File: config.mk
export PLATFORM = sky130hd
export DESIGN_NAME = maze_framebuf
export DESIGN_NICKNAME = d
export VERILOG_FILES = /design/src/rtl/maze_framebuf.sv
export SDC_FILE = /design/constraint.sdc
export NUM_CORES = 1
export LEC_CHECK = 0
export ABC_AREA = 1
export ABC_CLOCK_PERIOD_IN_PS = 6450
export CAP_MARGIN = 20
export CORE_MARGIN = 3
export CORE_UTILIZATION = 46
export DETAILED_ROUTE_END_ITERATION = 12
export GPL_ROUTABILITY_DRIVEN = 0
export PLACE_DENSITY = 0.62
export SLEW_MARGIN = 10
export SYNTH_ARGS = -nofsm -noshare
export SYNTH_HDL_FRONTEND = slang
export SYNTH_SLANG_ARGS = --single-unit
File: constraint.sdc
create_clock -name clk -period 6.45 [get_ports clk]
set_input_delay 1.29 -clock clk [delete_from_list [all_inputs] [get_ports clk]]
set_output_delay 1.29 -clock clk [all_outputs]
set_load 0.02 [all_outputs]
File: src/rtl/maze_framebuf.sv
// maze_framebuf: double-buffered 8x8 bicolour cell memory feeding the LED
// matrix scanner. The game writes into the back bank, the scanner reads the
// front bank, and a requested swap only lands on a scanner frame boundary.
// A built-in sweep clears the back bank one cell per cycle.
module maze_framebuf #(
  parameter int                 ADDR_W    = 6,
  parameter int                 DATA_W    = 2,
  parameter logic [DATA_W-1:0]  CLEAR_VAL = '0
) (
  input  logic              clk,
  input  logic              nrst,
  input  logic              wr_en,
  input  logic [ADDR_W-1:0] wr_addr,
  input  logic [DATA_W-1:0] wr_data,
  input  logic              clear,
  input  logic              swap_req,
  input  logic              disp_active,
  input  logic              rd_en,
  input  logic [ADDR_W-1:0] rd_addr,
  output logic [DATA_W-1:0] rd_data,
  output logic              front_sel,
  output logic              busy,
  output logic              swap_ack
);

  localparam int DEPTH = 1 << ADDR_W;

  typedef enum logic [1:0] {IDLE, CLEAR, SWAP_WAIT} state_t;

  state_t              state_q, state_d;
  logic [ADDR_W-1:0]   cnt_q, cnt_d;
  logic                front_q, front_d;
  logic                ack_q, ack_d;
  logic [DATA_W-1:0]   rd_q, rd_d;

  // back-bank write port, shared by pixel writes and the clear sweep
  logic                we;
  logic [ADDR_W-1:0]   wa;
  logic [DATA_W-1:0]   wd;

  logic [DATA_W-1:0]   bank0 [DEPTH];
  logic [DATA_W-1:0]   bank1 [DEPTH];

  // A frame boundary is the scanner fetching the last cell; an idle scanner
  // will never produce one, so a swap is allowed to land immediately.
  logic fire;
  assign fire = (rd_en && (rd_addr == '1)) || !disp_active;

  // Next-state, back-bank write selection and read mux
  always_comb begin
    state_d = state_q;
    cnt_d   = cnt_q;
    front_d = front_q;
    ack_d   = 1'b0;
    we      = 1'b0;
    wa      = wr_addr;
    wd      = wr_data;
    case (state_q)
      IDLE: begin
        if (clear) begin
          state_d = CLEAR;
          cnt_d   = '0;
        end else if (swap_req) begin
          state_d = SWAP_WAIT;
        end else if (wr_en) begin
          we = 1'b1;
        end
      end
      CLEAR: begin
        we    = 1'b1;
        wa    = cnt_q;
        wd    = CLEAR_VAL;
        cnt_d = cnt_q + 1'b1;
        if (cnt_q == '1) state_d = IDLE;
      end
      SWAP_WAIT: begin
        if (fire) begin
          front_d = ~front_q;
          ack_d   = 1'b1;
          state_d = IDLE;
        end
      end
      default: state_d = IDLE;
    endcase
    // read uses the current front bank, ahead of any same-cycle toggle
    rd_d = rd_q;
    if (rd_en) rd_d = front_q ? bank1[rd_addr] : bank0[rd_addr];
  end

  // Control state and registered outputs
  always_ff @(posedge clk or negedge nrst) begin
    if (!nrst) begin
      state_q <= IDLE;
      cnt_q   <= '0;
      front_q <= 1'b0;
      ack_q   <= 1'b0;
      rd_q    <= '0;
    end else begin
      state_q <= state_d;
      cnt_q   <= cnt_d;
      front_q <= front_d;
      ack_q   <= ack_d;
      rd_q    <= rd_d;
    end
  end

  // Cell storage: not reset, writes always go to the bank not on display
  always_ff @(posedge clk) begin
    if (we) begin
      if (front_q) bank0[wa] <= wd;
      else         bank1[wa] <= wd;
    end
  end

  assign rd_data   = rd_q;
  assign front_sel = front_q;
  assign swap_ack  = ack_q;
  assign busy      = (state_q != IDLE);

endmodule
### Routing congestion map, run 1

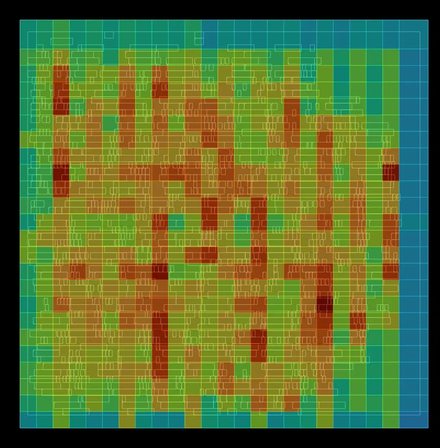
M1 GR Usage: 28.4%
Total GRT Usage: 20.8%
met3 usage: 2.61%
fin util: 52.7%

### Register map, names as in the netlist, run 1

The bar under the picture is 50 um long. Other sequential cells in the stronger gray, the rest of the logic in the fainter gray.
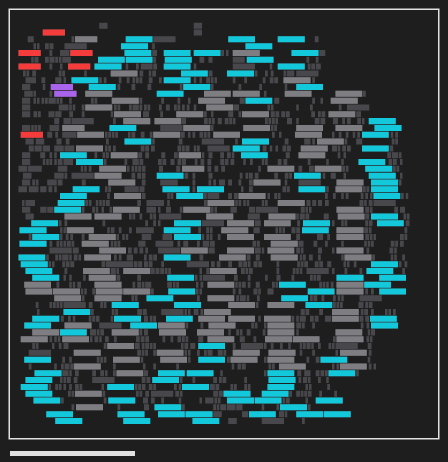
legend:
  bank0:
    color: cyan
    flops: 128
    where: all over the die
  cnt_q:
    color: red
    flops: 6
    where: upper left
  state_q:
    color: purple
    flops: 2
not colored: 132
Flop area: 7990 um2
Seq/total area: 57.5%
power in sequential cells: 2.04 mW

### Cell classes on the final placement, run 1

The bar under the picture is 50 um long.
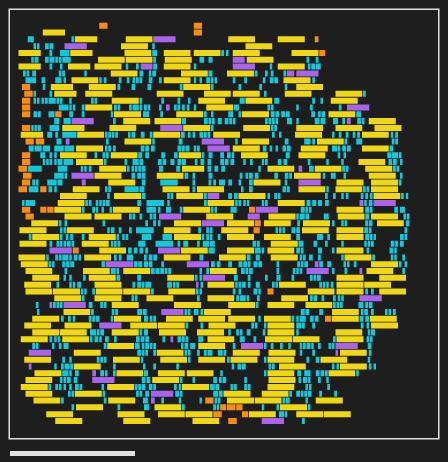
legend:
  remaining buffers and delay cells:
    color: orange
    cells: 38
  combinational and other logic:
    color: cyan
    cells: 933
  clock drivers and dummy loads:
    color: purple
    cells: 51
  sequential cells:
    color: yellow
    cells: 268
Core Area: 26,400 um2
Cell Rows: 59
final instance area: 13,900 um2

==> Slide: Implementation Results, run 1 <==
Run Summary

Run status
  – Status: completed

Route
  – DR WL met3: 1460 um
  – Met2 routed WL: 14,500 um
  – Initial detailed-routing violation count: 731
  – Wire length on met1: 13,000 um
  – WL per Instance: 18.3 um
  – First-pass DRT Iterations: 5
  – Detail Route Antenna Nets: 0
  – DR vias/cell: 5.29
  – Via Count: 8,593
  – DR top layer: met4
  – DRC: 0
  – DRT Wirelength: 29,800 um

Pwr
  – Comb pwr share: 18.0%
  – Power per standard cell area: 318 nW/um2
  – Logic power comb: 795 uW
  – Pint: 3.11 mW
  – Flop pwr share: 46.1%
  – Max VDD drop: 0.000238 V
  – Sw frac: 29.6%
  – Top power group: registers
  – NetSw: 1.30 mW
  – Pwr Total: 4.41 mW
  – Clock power share: 35.9%
  – Power in the clock group: 1.58 mW
  – Pleak: 5.55 nW

Clock tree
  – Hold-fix buffers, CTS: 0
  – Post-CTS Setup Inserts: 0
  – CTS Sinks: 268
  – H-tree Lvls: 1
  – CTS tree: yes
  – Root Driver: clkbuf_16
  – Clock Path Buffers: 3
  – Worst-skew pair later-pin latency: 0.55 ns
  – Resized cells post-CTS: 0
  – CTS Buf Count: 29
  – Clock transition at the registers of the reported paths: 0.07 ns

Synth
  – Synth top area cells: edfxtp_1 62%, nand2_1 8.5%, nand3_1 7.8%
  – Mapped cell area: 12,500 um2
  – Ys async rst share: 4.48%
  – Count of library flops with an enable pin: 256
  – Ys flops: 268
  – Most frequent cells after synthesis: 284 x nand2_1, 256 x edfxtp_1, 195 x nand3_1
  – Basic Gates by Area: 26.0%
  – Post-Syn Nets: 1,289
  – Cell type with the largest total area: edfxtp_1
  – Total of warnings raised by yosys: 0
  – Top cell area share: 61.5%
  – Yosys stat chip area: 12,500 um2
  – Gate count of the mapped netlist: 1,267
  – Yosys Instances: 1,267
  – Main flop type: edfxtp_1
  – Yosys aoi share: 3.09%
  – Yosys xor share: 0.0701%
  – Mean Syn Cell Area: 9.86 um2
  – Adder Share, Synth: 0.100%
  – Yosys top cell by instances: nand2_1
  – Comb area leader: simple AND/OR/NAND/NOR gates
  – Multiplexer share: 0%
  – Distinct lib cells: 34
  – Sequential-to-total area share from yosys stat: 63.9%

Timing
  – RSZ-0062 raised after global routing: no
  – Setup TNS: 0 ns
  – Fmax: 0.281 GHz
  – Worst-Margin Slew: 0.866 ns
  – Rel. slew slack: 42.3%
  – Final hold vios: 0
  – # setup viols final: 0
  – WHS: 0.508 ns
  – Minimum clock period: 3.56 ns
  – Skew final: 0.0152 ns
  – Slew Limit Fails: 0
  – Tcrit/Tclk final: 55.2%

Finish
  – Top cell excl fill/tap: nand2_1
  – MI comb area: 3690 um2
  – Final non-filler cell total: 1,625
  – Clock network area share: 6.56%
  – Data buffer area share: 2.45%
  – Count of nets after finishing: 1,292
  – Registers: 268
  – Invs w/o clock: 145
  – CLK BUF: 38
  – Top Layout Cells: 282 x nand2_1, 256 x edfxtp_1, 195 x nand3_1
  – Multi-input gates: 788
  – Synthesis-to-layout area growth: 11.2%
  – Logic share of the area: 26.5%
  – Non-clk bufs: 38
  – Top cell category: sequential cells
  – Ant diodes: 0
  – Layout cells sized above 1: 10.8%
  – Top Registers: bank0 x128, bank1 x128, cnt_q x6

Critical path
  – Worst path depth: 6
  – Critical path's top delay family: buffers and inverters
  – Internal reg-to-reg setup slack: 3.61 ns
  – FF-to-FF Start: state_q[1]
  – Buf/Inv on CP: 3
  – R2R Path End: bank0[29][1]
  – Worst path max stage delay: 0.64 ns
  – Maximum net fanout on the critical path: 61
  – Worst setup path end: front_sel
  – Worst Setup End Kind: register
  – Worst path cell trace: buf_4, clkinv_2, buf_4, o41ai_2, nand3_1, xor2_1
  – Path depth of the worst reg2reg path: 9
  – Worst Path Required: 6.88 ns
  – Worst Setup Path Type: input port to register
  – CP arrival: 3.99 ns
  – CP Launch Type: input port
  – First element of the critical path: rd_addr[0]
  – Slowest cell on crit path: clkinv_2

Worst hold path
  – Hold Startpoint: cnt_q[5]
  – Hold Crit Depth: 1
  – Hold EP: cnt_q[5]
  – Hold Crit Class: register to register

Placed design
  – DP Worst Slack: 2.34 ns
  – Placed cell count: 1,574
  – Post-DP HPWL: 17,600 um
  – Cell Area, Placed: 13,000 um2

GRT
  – Gr ovfl total: 0
  – M2 GR Usage: 35.1%
  – Gr busiest metal: met2
  – Vias in the first global route: 8,462
  – First-pass GRT wire length: 46,800 um
  – Pin count of the biggest net entering global routing: 76
  – Initial antenna violation count: 0

Die
  – Init Core Util: 47.4%
  – Die Area: 29,200 um2
  – Ports: 26
  – Chip Width: 171 um
  – Die H: 171 um
  – TAP cells: 335

Job
  – OpenROAD warning count: 26
### Signal wires by layer, run 1

The bar under the picture is 50 um long. Two of the layers only.
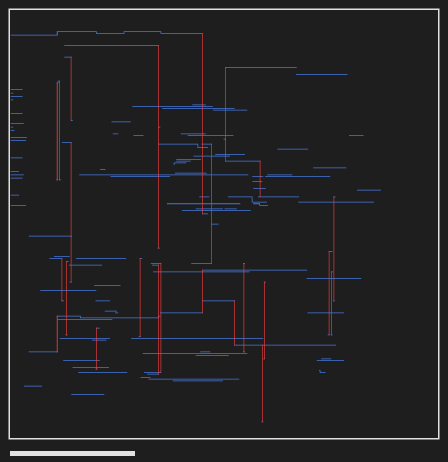

## Run 2: what changed since run 1
Settings changed: ABC_CLOCK_PERIOD_IN_PS 6450 to 3050, PLACE_DENSITY 0.62 to 0.64.
Clock period 6.45 ns to 3.05 ns, I/O delays scaled along.
### Signal wires by layer, run 2

The bar under the picture is 50 um long. Two of the layers only.
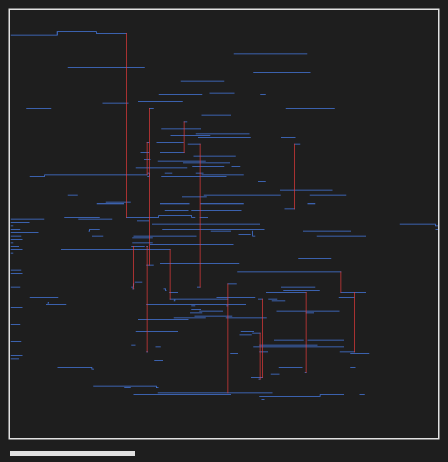
legend:
  metal 3:
    color: blue
    wire_length: 1,850 um
  metal 4:
    color: red
    wire_length: 480 um
Total GRT Usage: 20.3%
Via Count: 8,714
WL per Instance: 17.9 um
DRT Wirelength: 29,300 um

### Register map, names as in the netlist, run 2

The bar under the picture is 50 um long. Other sequential cells in the stronger gray, the rest of the logic in the fainter gray.
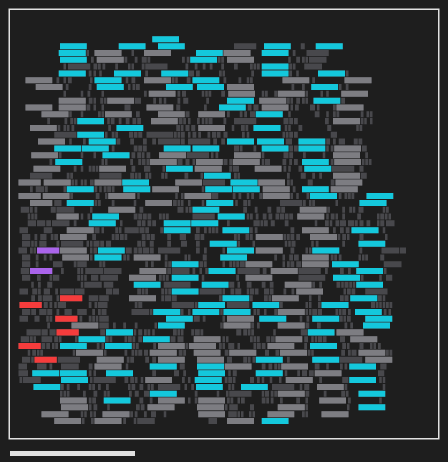
legend:
  bank0:
    color: cyan
    flops: 128
    where: all over the die
  state_q:
    color: purple
    flops: 2
  cnt_q:
    color: red
    flops: 6
    where: lower left
not colored: 132

==> run 2 against run 1 <==
  * Global-route usage fell by 0.54 points
  * Clock power increased by 110%
  * Area after synthesis stayed put
  * Register-to-register slack got worse by 3.0 ns
  * Die area unchanged
  * Final area grew 1.4%
  * Power increased by 110%
  * Critical path type is now register to register
  * Hold slack worse by 0.056 ns
  * Routed wire length down 1.4%
==> Slide: Implementation Results, run 2 <==
Run Summary

Synth
  – Mapped cell area: 12,500 um2
  – Yosys xor share: 0.0701%
  – Comb area leader: simple AND/OR/NAND/NOR gates
  – Post-Syn Nets: 1,289
  – Most frequent cells after synthesis: 284 x nand2_1, 256 x edfxtp_1, 195 x nand3_1
  – Basic Gates by Area: 26.0%
  – Yosys aoi share: 3.09%
  – Ys flops: 268
  – Yosys Instances: 1,267
  – Gate count of the mapped netlist: 1,267
  – Mean Syn Cell Area: 9.86 um2
  – Count of library flops with an enable pin: 256
  – Distinct lib cells: 34
  – Synth top area cells: edfxtp_1 62%, nand2_1 8.5%, nand3_1 7.8%
  – Top cell area share: 61.5%
  – Adder Share, Synth: 0.100%
  – Multiplexer share: 0%
  – Total of warnings raised by yosys: 0
  – Ys async rst share: 4.48%
  – Main flop type: edfxtp_1
  – Yosys stat chip area: 12,500 um2
  – Sequential-to-total area share from yosys stat: 63.9%
  – Yosys top cell by instances: nand2_1
  – Cell type with the largest total area: edfxtp_1

Job
  – # Max-Cap Violations: 0
  – OpenROAD warning count: 30

Finish
  – Clock network area share: 6.41%
  – Multi-input gates: 788
  – Seq/total area: 56.7%
  – Ant diodes: 0
  – Data buffer area share: 3.87%
  – Layout cells sized above 1: 11.0%
  – Logic share of the area: 26.1%
  – Top cell excl fill/tap: nand2_1
  – Count of nets after finishing: 1,300
  – Synthesis-to-layout area growth: 12.7%
  – Registers: 268
  – Fillers: 2,290
  – MI comb area: 3680 um2
  – Top Registers: bank0 x128, bank1 x128, cnt_q x6
  – Invs w/o clock: 145
  – Final instance area: 14,100 um2
  – Non-clk bufs: 47
  – Top Layout Cells: 282 x nand2_1, 256 x edfxtp_1, 195 x nand3_1
  – Final non-filler cell total: 1,635
  – Top cell category: sequential cells
  – CLK BUF: 34
  – Flop area: 7990 um2

Timing
  – Tcrit/Tclk final: 79.6%
  – Final WS setup: 0.623 ns
  – Fmax: 0.412 GHz
  – Minimum clock period: 2.43 ns
  – Setup TNS: 0 ns
  – Slew Limit Fails: 0
  – Worst-Margin Slew: 0.609 ns
  – # setup viols final: 0
  – Final hold vios: 0
  – Rel. slew slack: 59.3%
  – Skew final: 0.0126 ns
  – WHS: 0.451 ns
  – RSZ-0062 raised after global routing: no

GRT
  – M2 GR Usage: 34.6%
  – Initial antenna violation count: 0
  – Pin count of the biggest net entering global routing: 133
  – Met3 usage: 2.29%
  – Gr ovfl total: 0
  – Gr busiest metal: met2
  – Vias in the first global route: 8,430
  – First-pass GRT wire length: 45,900 um

Pwr
  – Pint: 6.67 mW
  – Power in the clock group: 3.33 mW
  – Power per standard cell area: 666 nW/um2
  – Power in sequential cells: 4.29 mW
  – Sw frac: 28.9%
  – Top power group: registers
  – Max VDD drop: 0.000456 V
  – Flop pwr share: 45.8%
  – Pwr Total: 9.38 mW
  – NetSw: 2.71 mW
  – Pleak: 5.62 nW
  – Logic power comb: 1.76 mW
  – Comb pwr share: 18.8%
  – Clock power share: 35.5%

Clock tree
  – Hold-fix buffers, CTS: 0
  – Post-CTS Setup Inserts: 0
  – CTS tree: yes
  – CTS Buf Count: 28
  – Clock Path Buffers: 3
  – Worst-skew pair later-pin latency: 0.54 ns
  – Clock transition at the registers of the reported paths: 0.06 ns
  – H-tree Lvls: 1
  – Root Driver: clkbuf_16
  – Resized cells post-CTS: 0
  – CTS Sinks: 268

Critical path
  – First element of the critical path: state_q[0]
  – Worst path depth: 9
  – Slowest cell on crit path: nor2_2
  – CP Launch Type: register
  – Worst path cell trace: inv_2, nor2_4, buf_4, or2_2, o21ai_2, nand2_1, nor2_2, nand2_1, nor2_1
  – Worst Setup Path Type: register to register
  – Worst Setup End Kind: register
  – Path depth of the worst reg2reg path: 9
  – Worst Path Required: 3.28 ns
  – Internal reg-to-reg setup slack: 0.62 ns
  – Critical path's top delay family: simple AND/OR/NAND/NOR gates
  – FF-to-FF Start: state_q[0]
  – R2R Path End: bank1[45][0]
  – Worst path max stage delay: 0.50 ns
  – CP arrival: 2.66 ns
  – Worst setup path end: bank1[45][0]
  – Maximum net fanout on the critical path: 12
  – Buf/Inv on CP: 2

Route
  – Initial detailed-routing violation count: 666
  – DR WL met3: 1850 um
  – DRC: 0
  – DR vias/cell: 5.33
  – Detail Route Antenna Nets: 0
  – Wire length on met1: 12,800 um
  – DR top layer: met4
  – Met2 routed WL: 14,200 um
  – First-pass DRT Iterations: 5

Die
  – Ports: 26
  – Core Area: 26,400 um2
  – Cell Rows: 59
  – Die H: 171 um
  – TAP cells: 335
  – Chip Width: 171 um
  – Die Area: 29,200 um2
  – Init Core Util: 47.4%

Placed design
  – Placed cell count: 1,583
  – DP Worst Slack: 0.367 ns
  – Cell Area, Placed: 13,200 um2
  – Post-DP HPWL: 17,000 um

Worst hold path
  – Hold Crit Class: input port to async pin

Run status
  – Status: completed
### Routing congestion map, run 2

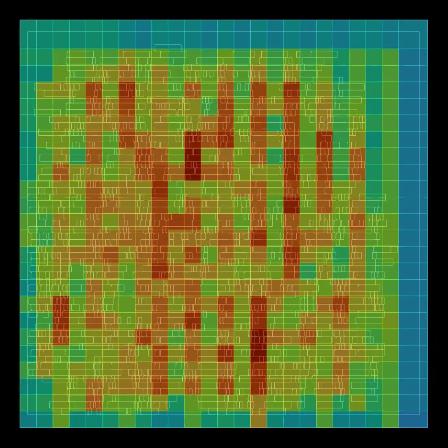
fin util: 53.5%
M1 GR Usage: 28.4%

### Cell classes on the final placement, run 2

The bar under the picture is 50 um long.
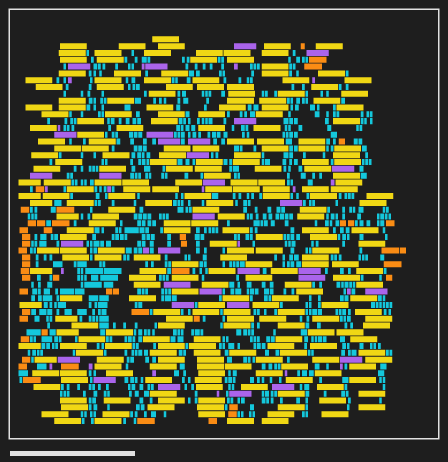

## Run 3: what changed since run 2
Settings changed: ABC_CLOCK_PERIOD_IN_PS 3050 to 2200.
Clock period 3.05 ns to 2.2 ns, I/O delays scaled along.
### Cell classes on the final placement, run 3

The bar under the picture is 50 um long.
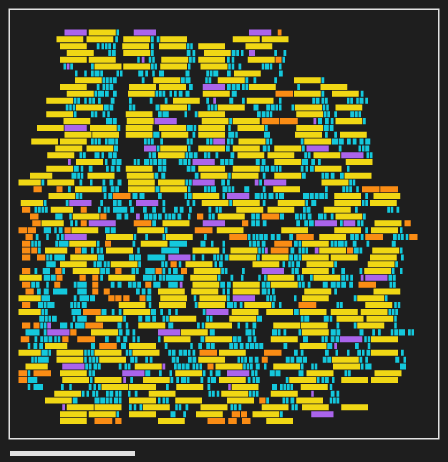
legend:
  remaining buffers and delay cells:
    color: orange
    cells: 87
  clock drivers and dummy loads:
    color: purple
    cells: 52
  combinational and other logic:
    color: cyan
    cells: 933
  sequential cells:
    color: yellow
    cells: 268
fin util: 55.4%
Seq/total area: 54.7%
final instance area: 14,600 um2

### Signal wires by layer, run 3

The bar under the picture is 50 um long. Two of the layers only.
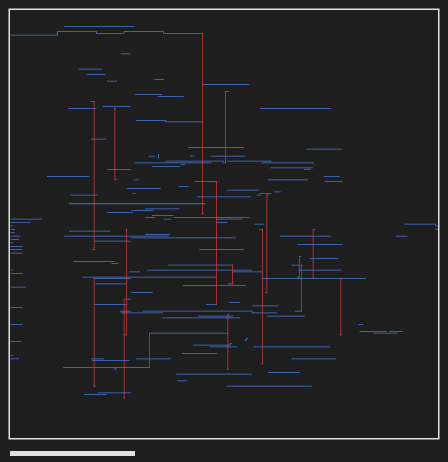
legend:
  metal 3:
    color: blue
    wire_length: 1,780 um
  metal 4:
    color: red
    wire_length: 566 um

### Register map, names as in the netlist, run 3

The bar under the picture is 50 um long. Other sequential cells in the stronger gray, the rest of the logic in the fainter gray.
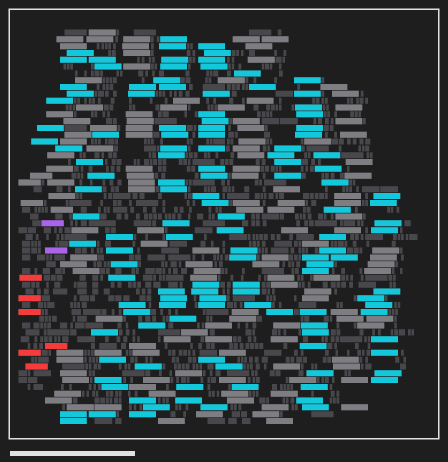
legend:
  state_q:
    color: purple
    flops: 2
  cnt_q:
    color: red
    flops: 6
    where: lower left
  bank0:
    color: cyan
    flops: 128

==> run 3 against run 2 <==
  * Core utilization is 2.0 points higher
  * Critical path type is now register to primary output
  * Critical path depth is 8 lower
  * Final cell count is 2.4% higher
  * Highest routed layer unchanged
==> Slide: Implementation Results, run 3 <==
Run Summary

Run status
  – Status: completed

GRT
  – First-pass GRT wire length: 46,600 um
  – Vias in the first global route: 8,563
  – Initial antenna violation count: 0
  – Met3 usage: 2.47%
  – M2 GR Usage: 34.5%
  – Gr ovfl total: 0
  – Gr busiest metal: met2
  – M1 GR Usage: 28.6%

Pwr
  – Pint: 9.39 mW
  – Pwr Total: 13.2 mW
  – Clock power share: 34.0%
  – Comb pwr share: 21.0%
  – Pleak: 5.85 nW
  – Power per standard cell area: 905 nW/um2

Finish
  – Top cell excl fill/tap: nand2_1
  – Flop area: 7990 um2
  – Clock network area share: 6.00%
  – Registers: 268
  – Top Layout Cells: 282 x nand2_1, 256 x edfxtp_1, 195 x nand3_1
  – Synthesis-to-layout area growth: 16.9%
  – Multi-input gates: 788
  – Layout cells sized above 1: 15.6%

Clock tree
  – CTS tree: yes
  – Clock Path Buffers: 3
  – Clock transition at the registers of the reported paths: 0.06 ns
  – Hold-fix buffers, CTS: 0
  – H-tree Lvls: 1
  – Post-CTS Setup Inserts: 0
  – Worst-skew pair later-pin latency: 0.54 ns
  – Root Driver: clkbuf_16

Route
  – DR top layer: met4
  – First-pass DRT Iterations: 5
  – DR WL met3: 1780 um
  – DR vias/cell: 5.25

Critical path
  – Buf/Inv on CP: 1
  – CP arrival: 1.68 ns
  – FF-to-FF Start: state_q[0]
  – Worst path max stage delay: 0.67 ns
  – Worst Path Required: 1.76 ns

Timing
  – Fmax: 0.471 GHz
  – Slew Limit Fails: 0
  – Setup TNS: 0 ns

Placed design
  – Post-DP HPWL: 19,300 um
  – Cell Area, Placed: 13,700 um2

Synth
  – Distinct lib cells: 34
  – Basic Gates by Area: 26.0%
  – Multiplexer share: 0%
  – Yosys Instances: 1,267
  – Adder Share, Synth: 0.100%
  – Yosys aoi share: 3.09%
  – Most frequent cells after synthesis: 284 x nand2_1, 256 x edfxtp_1, 195 x nand3_1
  – Yosys xor share: 0.0701%
  – Synth top area cells: edfxtp_1 62%, nand2_1 8.5%, nand3_1 7.8%
  – Yosys top cell by instances: nand2_1
  – Sequential-to-total area share from yosys stat: 63.9%

Worst hold path
  – Hold Crit Class: input port to async pin

Job
  – OpenROAD warning count: 28

Die
  – Die H: 171 um
  – TAP cells: 335
  – Init Core Util: 47.4%
Power and IR drop assume default switching activity.
